run_1/density.png
Scale bar: 20 um. 8 x 8 tiles, from dark purple (low) to yellow (high), 0 to 100% covered.
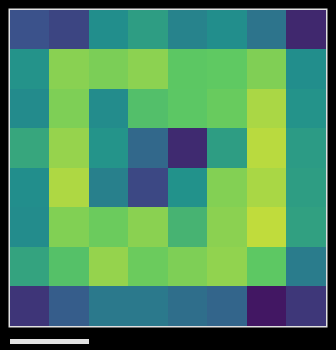
run_1/wire_density.png
16 x 16 tiles, from dark purple (low) to yellow (high), scaled to the fullest tile. Values are wire area over tile area, all layers added.
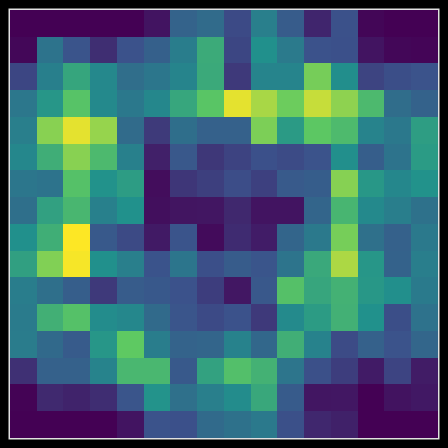
run_1/final_clocks.png
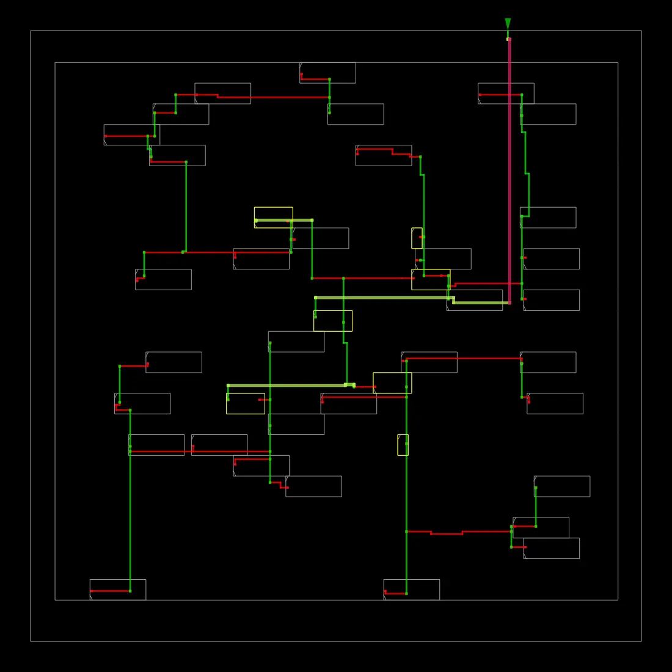
run_1/metal_stack.png
Only two layers are drawn.
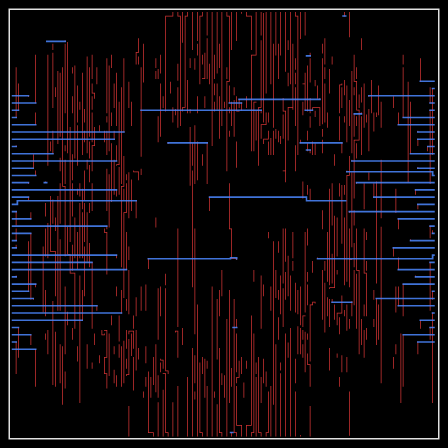
**config.mk**
```make
export PLATFORM = sky130hd
export DESIGN_NAME = chunked_adder_flat
export DESIGN_NICKNAME = d
export VERILOG_FILES = /design/src/rtl/chunked_adder_if.sv /design/src/rtl/chunked_adder.sv /design/src/flat_wrapper.sv
export SDC_FILE = /design/constraint.sdc
export NUM_CORES = 1
export LEC_CHECK = 0
export CAP_MARGIN = 25
export CORE_MARGIN = 3
export CORE_UTILIZATION = 42
export DETAILED_ROUTE_END_ITERATION = 12
export GPL_ROUTABILITY_DRIVEN = 0
export GPL_TIMING_DRIVEN = 0
export PLACE_DENSITY = 0.92
export SYNTH_ARGS = -nofsm -noshare
export SYNTH_HDL_FRONTEND = slang
export SYNTH_SLANG_ARGS = --single-unit
```
**constraint.sdc**
```tcl
create_clock -name clk -period 16.4 [get_ports clk]
set_input_delay 1.64 -clock clk [delete_from_list [all_inputs] [get_ports clk]]
set_output_delay 1.64 -clock clk [all_outputs]
set_load 0.005 [all_outputs]
```
**src/rtl/chunked_adder_if.sv**
```systemverilog
// Operand/result bundle for chunked_adder: master drives operands, slave returns
// the combinational and registered sums.
interface chunked_adder_if #(
  parameter int unsigned WIDTH = 32
);
  logic [WIDTH-1:0] a;
  logic [WIDTH-1:0] b;
  logic             in_valid;
  logic [WIDTH-1:0] out;
  logic             cout;
  logic [WIDTH-1:0] out_r;
  logic             cout_r;
  logic             out_valid;

  modport master (
    output a, b, in_valid,
    input  out, cout, out_r, cout_r, out_valid
  );

  modport slave (
    input  a, b, in_valid,
    output out, cout, out_r, cout_r, out_valid
  );
endinterface

```
**src/rtl/chunked_adder.sv**
```systemverilog
// Unsigned WIDTH-bit adder built from CHUNK-bit ripple stages, with a combinational
// sum and a one-cycle registered copy (sum, carry-out, valid).
module chunked_adder #(
  parameter int unsigned WIDTH = 32,
  parameter int unsigned CHUNK = 8
) (
  input  logic                   clk,
  input  logic                   rst_n,
  chunked_adder_if.slave         bus
);
  localparam int unsigned N = WIDTH / CHUNK;

  if ((CHUNK == 0) || (WIDTH % CHUNK != 0)) begin : g_bad_chunk
    $error("chunked_adder: CHUNK must evenly divide WIDTH");
  end

  logic [N:0]       carry;
  logic [WIDTH-1:0] sum;

  assign carry[0] = 1'b0;

  for (genvar i = 0; i < N; i++) begin : g_chunk
    logic [CHUNK:0] chunk_sum;
    // CHUNK+1-bit add; the top bit is the carry into the next chunk.
    assign chunk_sum = {1'b0, bus.a[i*CHUNK +: CHUNK]}
                     + {1'b0, bus.b[i*CHUNK +: CHUNK]}
                     + {{CHUNK{1'b0}}, carry[i]};
    assign sum[i*CHUNK +: CHUNK] = chunk_sum[CHUNK-1:0];
    assign carry[i+1]            = chunk_sum[CHUNK];
  end

  assign bus.out  = sum;
  assign bus.cout = carry[N];

  logic [WIDTH-1:0] out_q;
  logic             cout_q;
  logic             valid_q;

  // Loads every cycle; out_valid alone marks meaningful data.
  always_ff @(posedge clk) begin
    if (!rst_n) begin
      out_q   <= '0;
      cout_q  <= 1'b0;
      valid_q <= 1'b0;
    end else begin
      out_q   <= sum;
      cout_q  <= carry[N];
      valid_q <= bus.in_valid;
    end
  end

  assign bus.out_r     = out_q;
  assign bus.cout_r    = cout_q;
  assign bus.out_valid = valid_q;
endmodule

```
**src/flat_wrapper.sv**
```systemverilog
// flat-port wrapper written by rule: the top's interface ports become plain ports
module chunked_adder_flat 
#(
  parameter int unsigned WIDTH = 32,
  parameter int unsigned CHUNK = 8
)
  (clk, rst_n, bus_a, bus_b, bus_in_valid, bus_out, bus_cout, bus_out_r, bus_cout_r, bus_out_valid);
  chunked_adder_if #(.WIDTH(WIDTH)) bus_i ();
  input  logic clk;
  input  logic rst_n;
  input wire logic [$bits(bus_i.a)-1:0] bus_a;
  input wire logic [$bits(bus_i.b)-1:0] bus_b;
  input wire logic [$bits(bus_i.in_valid)-1:0] bus_in_valid;
  output wire logic [$bits(bus_i.out)-1:0] bus_out;
  output wire logic [$bits(bus_i.cout)-1:0] bus_cout;
  output wire logic [$bits(bus_i.out_r)-1:0] bus_out_r;
  output wire logic [$bits(bus_i.cout_r)-1:0] bus_cout_r;
  output wire logic [$bits(bus_i.out_valid)-1:0] bus_out_valid;
  assign bus_i.a = bus_a;
  assign bus_i.b = bus_b;
  assign bus_i.in_valid = bus_in_valid;
  assign bus_out = bus_i.out;
  assign bus_cout = bus_i.cout;
  assign bus_out_r = bus_i.out_r;
  assign bus_cout_r = bus_i.cout_r;
  assign bus_out_valid = bus_i.out_valid;
  chunked_adder #(.WIDTH(WIDTH), .CHUNK(CHUNK)) u_core (.clk(clk), .rst_n(rst_n), .bus(bus_i));
endmodule
```
==> flow_summary.json, run 1 <==
{
  "status": "finished clean",
  "critPathRequiredTime_ns": 14.76,
  "grt_pass1_wl_um": 10380,
  "synthAoiAreaFrac": 0.1783,
  "coreArea_um2": 5238,
  "ctsHoldBuffers": 0,
  "powerDensity_nw_per_um2": 77.63,
  "fp_nets": 356,
  "top_area_cell": "dfxtp_1",
  "worstHoldPathType": "in -> reg",
  "ys.flops": 34,
  "switching_share": 0.2920,
  "setup_viol": 0,
  "yosysMostFrequentCell": "dfxtp_1",
  "min_from": "rst_n",
  "post_cts_buffers": 0,
  "rows": 26,
  "internal-power_w": 0.0002093,
  "warnings": 26,
  "ff_latch_area_um2": 680.7,
  "rsz0062_at_grt": "no",
  "post-dp-hpwl_um": 5633,
  "leakage_nw": 1.614,
  "max_cap_viol_count": 0,
  "fin_nets": 495,
  "synth_cell_types": 41,
  "p_comb_w": 0.000142,
  "fmax_ghz": 0.09873,
  "area_growth_pct": 63.95,
  "io_buffers": 132,
  "drt_iter0_markers": 47,
  "yosysWarnings": 0,
  "ctsResizeCount": 0,
  "synthArstFlopShare": 0,
  "dpl_worst_slack_ns": 6.317,
  "fill_cells": 408,
  "hold_viol": 0,
  "clk_pin_slew_ns": 0.07,
  "peakVddDrop_mv": 0.04256,
  "hold_end": "u_core.bus.out_r[14]",
  "ys_top_logic_family": "adder cells",
  "antenna_cells": 0,
  "clock_power_w": 0.0000585,
  "viasPerCell": 5.132,
  "ys_sh_simple": 0.1913,
  "cp-start-kind": "input port",
  "yosys-stat-cells": 253,
  "slew_headroom": 0.6339,
  "synth.top_cell.area_share": 0.2931,
  "grt_max_degree": 11,
  "period_needed_ns": 10.13,
  "lay_top_cells": "clkdlybuf4s50_1 (132), dfxtp_1 (34), ha_1 (29)",
  "worstPathArrival_ns": 8.49,
  "cp-startpoint": "bus_b[0]",
  "setup_tns_ns": 0,
  "die_w_um": 80.36,
  "firstDrtPassIters": 4,
  "syn_area_per_cell_um2": 9.179,
  "grt_pass1_vias": 2364,
  "top_cells_by_area": "dfxtp_1 (29%), ha_1 (16%), fa_1 (6.0%)",
  "switchingPower_w": 0.00008631,
  "min_path_cells": 3,
  "edf_count": 0,
  "finalMaxSlewViolations": 0,
  "crit_fanout": 4,
  "layout_top_cell_excl_fill_tap": "clkdlybuf4s50_1",
  "ant_nets": 0,
  "pwr-share-comb": 0.479,
  "io_pins": 134,
  "p_clk_frac": 0.198,
  "endpoint": "bus_out[30]",
  "mux_share": 0.02640,
  "antenna_found_initial": 0,
  "xor_share": 0.06034,
  "grt_overflow": 0,
  "setup_slack_ns": 6.271,
  "seq-power_w": 0.0000954,
  "yosys.stat.seqShare": 0.2931,
  "drc": 0,
  "worst_pin_slew_ns": 0.5491,
  "comb_area_um2": 1563,
  "clockRootBuffer": "clkbuf_8",
  "h-tree-depth": 2,
  "ys_area_um2": 2322,
  "netlist_instances": 253,
  "cts_buffer_depth": 2,
  "pwr-share-seq": 0.323,
  "cts_tree": "done",
  "finalClockPeriodUsage": 0.6176,
  "top_cells_by_count": "dfxtp_1 (34), ha_1 (29), a21oi_1 (21), and2_1 (19), nand2_1 (14)",
  "drive_gt1_frac": 0.03316
}
About density.png:
densest ninth of the die: right middle
tiles over 75% full: 34%
mean over tiles: 58%
fullest tile: 91%
post-layout util: 0.7269
FP Util: 0.4434

About wire_density.png:
nearly empty tiles: 7.0%
mean over tiles: 0.17
emptiest ninth of the die: middle
Tot GR Track Use: 0.2079
Vias: 2,371

About final_clocks.png:
clock sink total: 34
CTS buffer count: 5

About metal_stack.png:
| layer | colour | wire length |
|---|---|---|
| met3 | blue | 616 um |
| met2 | red | 3,470 um |
Routed Wire Length: 6575 um
routed len/inst: 14.23 um

==> run 1: state kept, by name, indices dropped and copies added (netlist names) <==
name,flops
u_core.bus.out_r,32
u_core.bus.cout_r,1
u_core.bus.out_valid,1
==> run 1: worst max-delay path, cell delays in order <==
cell,delay [ns]
clkdlybuf4s50_1,0.41
ha_1,0.24
fa_1,0.41
a21o_1,0.21
a221oi_2,0.29
o21ai_0,0.16
fa_1,0.43
fa_1,0.41
a21o_1,0.20
a311oi_1,0.37
o21bai_1,0.13
a21o_1,0.19
fa_1,0.42
fa_1,0.43
a21o_1,0.22
a311oi_1,0.37
o21bai_1,0.12
a21oi_1,0.22
fa_1,0.24
fa_1,0.23
nor2b_1,0.08
o31a_1,0.28
nor2_1,0.13
xnor2_1,0.14
clkdlybuf4s50_1,0.52
==> run 1: routing by layer <==
metal  wire, um  part of all wire  global-route usage  up-vias
met5          0                 0                   0        -
met2       3472              0.53              0.4098      100
met4         98             0.015             0.06250        0
met3        616             0.094             0.08072        8
li1           -                 -                   -     1177
met1       2389              0.36              0.1932     1086
==> run 1: through the flow <==
stage	cells	total power (W)	hold WS, ns	util	area, um2
final	462	0.0002956	1.643	0.7269	3807
after CTS	462	0.0002988	1.634	0.7269	3807
after global routing	462	0.0003159	1.640	0.7269	3807
after detailed placement	455	0.0002395	1.935	0.7124	3731
after floorplan	253	0.0001577	1.767	-	2322
after global placement	455	0.0002349	1.927	0.7124	3731
==> run 1: area by class of cell <==
cell class,instances,area share
Buffer,5,0.008873
Clock buffer,7,0.02005
Inverter,12,0.01183
Multi-Input combinational cell,202,0.4105
Sequential cell,34,0.1788
Tap cell,70,0.02300
Timing Repair Buffer,132,0.3470
==> run 2: changes to the inputs <==
--- a/config.mk
+++ b/config.mk
@@ -7,11 +7,11 @@
 export LEC_CHECK = 0
 export CAP_MARGIN = 25
 export CORE_MARGIN = 3
-export CORE_UTILIZATION = 42
+export CORE_UTILIZATION = 35
 export DETAILED_ROUTE_END_ITERATION = 12
 export GPL_ROUTABILITY_DRIVEN = 0
 export GPL_TIMING_DRIVEN = 0
-export PLACE_DENSITY = 0.92
+export PLACE_DENSITY = 0.82
 export SYNTH_ARGS = -nofsm -noshare
 export SYNTH_HDL_FRONTEND = slang
 export SYNTH_SLANG_ARGS = --single-unit
==> constraint.sdc (replaced) <==
create_clock -name clk -period 8.15 [get_ports clk]
set_input_delay 0.815 -clock clk [delete_from_list [all_inputs] [get_ports clk]]
set_output_delay 0.815 -clock clk [all_outputs]
set_load 0.005 [all_outputs]
run_2/final_clocks.png
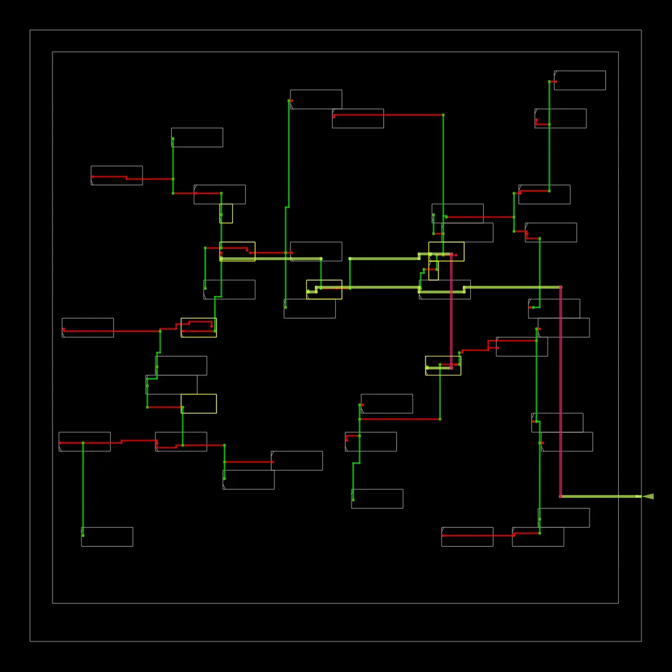
flip-flops: 34
P_clk: 0.000131 W
number of clock buffers in the layout: 7

==> flow_summary.json, run 2 <==
{
  "status": "finished clean",
  "endpoint": "bus_out[30]",
  "seq-power_w": 0.000193,
  "rsz0062_at_grt": "no",
  "num_vias": 2361,
  "drive_gt1_frac": 0.07342,
  "netlist_instances": 253,
  "synth.top_cell.area_share": 0.2931,
  "cp-startpoint": "bus_b[0]",
  "switchingPower_w": 0.0001807,
  "clk_pin_slew_ns": 0.07,
  "grt_overflow": 0,
  "top_cells_by_area": "dfxtp_1 (29%), ha_1 (16%), fa_1 (6.0%)",
  "critPathKind": "in -> out",
  "grt_pass1_vias": 2349,
  "place_area_um2": 3740,
  "hold_viol": 0,
  "setup_viol": 0,
  "io_pins": 134,
  "yosys.stat.seqShare": 0.2931,
  "crit_fanout": 4,
  "period_needed_ns": 7.816,
  "top_cells_by_count": "dfxtp_1 (34), ha_1 (29), a21oi_1 (21), and2_1 (19), nand2_1 (14)",
  "worst_pin_slew_ns": 0.5934,
  "fmax_ghz": 0.1279,
  "min_path_cells": 3,
  "end_kind": "primary output",
  "h-tree-depth": 2,
  "cp-start-kind": "input port",
  "die_w_um": 87.46,
  "antenna_cells": 0,
  "flop_cell": "dfxtp_1",
  "lay_top_cells": "clkdlybuf4s50_1 (132), dfxtp_1 (34), ha_1 (29)",
  "crit_cells": 25,
  "pwr-share-seq": 0.313,
  "wl_per_cell_um": 14.50,
  "fin_nets": 497,
  "switching_share": 0.2938,
  "peakVddDrop_mv": 0.1175,
  "p_total_w": 0.0006150,
  "layout_top_cell_excl_fill_tap": "clkdlybuf4s50_1",
  "fp_nets": 356,
  "yosys-stat-cells": 253,
  "synthArstFlopShare": 0,
  "grt_max_degree": 11,
  "io_buffers": 132,
  "max_cap_viol_count": 0,
  "cts_tree": "done",
  "postLayoutCellArea_um2": 3887,
  "numCtsBuffers": 5,
  "ys.flops": 34,
  "hold_end": "u_core.bus.out_r[13]",
  "synth_area_um2": 2322,
  "worstHoldPathType": "in -> reg",
  "finalMaxSlewViolations": 0,
  "place_inst": 462,
  "syn_area_per_cell_um2": 9.179,
  "leakage_nw": 1.631,
  "pwr-share-comb": 0.474,
  "warnings": 26,
  "routed_wl_um": 6843,
  "area_growth_pct": 67.40,
  "yosysWarnings": 0,
  "cpPeakStageDelay_ns": 0.52,
  "worstPathArrival_ns": 7.00,
  "cpMostUsedCell": "fa_2",
  "slew_headroom": 0.6044,
  "yosysMostFrequentCell": "dfxtp_1",
  "drt_iter0_markers": 77,
  "ys_area_um2": 2322,
  "stdcell_count": 472,
  "edf_count": 0,
  "fp_util": 0.3636,
  "firstDrtPassIters": 4,
  "internal-power_w": 0.0004343,
  "p_comb_w": 0.000292,
  "grt_pass1_wl_um": 10290,
  "cts_num_sinks": 34,
  "track_usage": 0.1708,
  "antenna_found_initial": 0,
  "path_delay_family": "adder cells",
  "ant_nets": 0,
  "die-area_um2": 7648,
  "top_power_group": "combinational cells",
  "fill_cells": 529,
  "post-dp-hpwl_um": 5506,
  "critPathRequiredTime_ns": 7.34,
  "clockRootBuffer": "clkbuf_8",
  "drc": 0,
  "powerDensity_nw_per_um2": 158.2,
  "finalClockPeriodUsage": 0.9590,
  "p_clk_frac": 0.213,
  "slowest_stage": "clkdlybuf4s50_1",
  "cp.buffers_inverters": 2,
  "die-height_um": 87.46,
  "synth_cell_types": 41,
  "top_area_cell": "dfxtp_1",
  "viasPerCell": 5.002,
  "largest_register_ffs": 32,
  "min_from": "rst_n",
  "cts_buffer_depth": 2
}
run_2/cell_classes.png
Scale bar: 20 um.
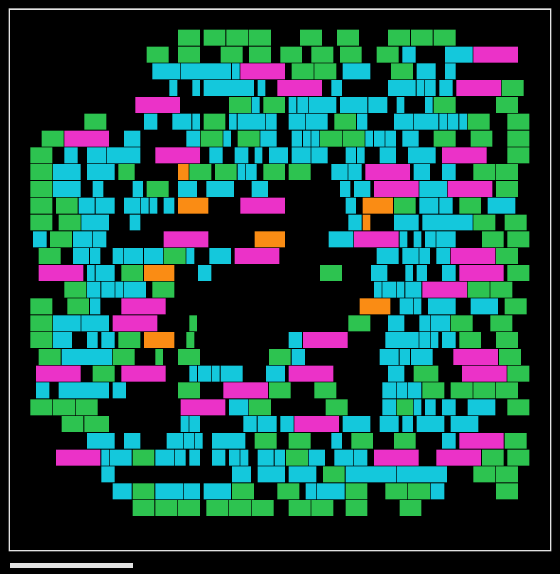
| class | colour | cells | share of their area |
|---|---|---|---|
| flip-flops | magenta | 34 | 18% |
| all other logic | cyan | 214 | 43% |
| other buffers and delay cells | green | 139 | 36% |
| clock drivers and dummy loads | orange | 8 | 2.4% |
row count: 29
post-layout util: 0.6087
fraction of area in registers: 0.1751
Core Box Area: 6386 um2

## run 2: cell counts after synthesis
Identical to the previous run, type by type.
## run 2: what timing repair did
item	4_1_cts	5_1_grt
resized	6	7
hold buffers	0	0
setup endpoints to repair	5	7
buffers inserted	1	1
endpoints found under the hold margin	0	0
pin swaps	2	5
## run 2: per-layer routing
layer | vias up | routed length [um] | GRT usage
met4 | 0 | 63 | 0.04045
met1 | 1083 | 2658 | 0.1878
met2 | 86 | 3539 | 0.3151
met3 | 6 | 581 | 0.05487
met5 | - | 0 | 0
li1 | 1186 | - | -
## run 2: logic make-up (layout without fill, tap and decap cells)
group	Yosys count	count (layout)	share of synthesized area
XOR/XNOR	16	16	0.06034
AND-OR/OR-AND	62	62	0.1783
buffers and inverters	17	159	0.03394
multiplexers	6	6	0.02640
AND/OR/NAND/NOR	82	82	0.1913
adder cells (fa/ha/maj)	36	36	0.2166
flip-flops	34	34	0.2931
## run 2: area by class of cell
cell class                      count  area [um2]  area share
Clock buffer                        7       86.33     0.02221
Inverter                           12       45.04     0.01159
Clock inverter                      1       5.005    0.001287
Tap cell                           77       96.34     0.02478
Timing Repair Buffer              134        1336      0.3437
Buffer                              5       33.78    0.008690
Sequential cell                    34       680.7      0.1751
Multi-Input combinational cell    202        1604      0.4126
## run 2: tightest hold or removal path, cell delays in order
cell and delay (ns):
buf_6 0.12, nand2_1 0.06, mux2i_1 0.06
## run 2: stage by stage
step / setup slack (ns) / utilization / hold slack (ns) / setup TNS [ns]
final: 0.3341 / 0.6087 / 0.8097 / 0
after global routing: 0.04984 / 0.6087 / 0.8217 / 0
after CTS: 0.01285 / 0.6042 / 0.8052 / 0
after detailed placement: -0.2370 / 0.5856 / 1.110 / -0.7859
after global placement: -0.1608 / 0.5856 / 1.107 / -0.4702
after floorplan: 1.214 / - / 0.9423 / 0
Power figures rest on the tool's default switching activity, not on a simulated workload.
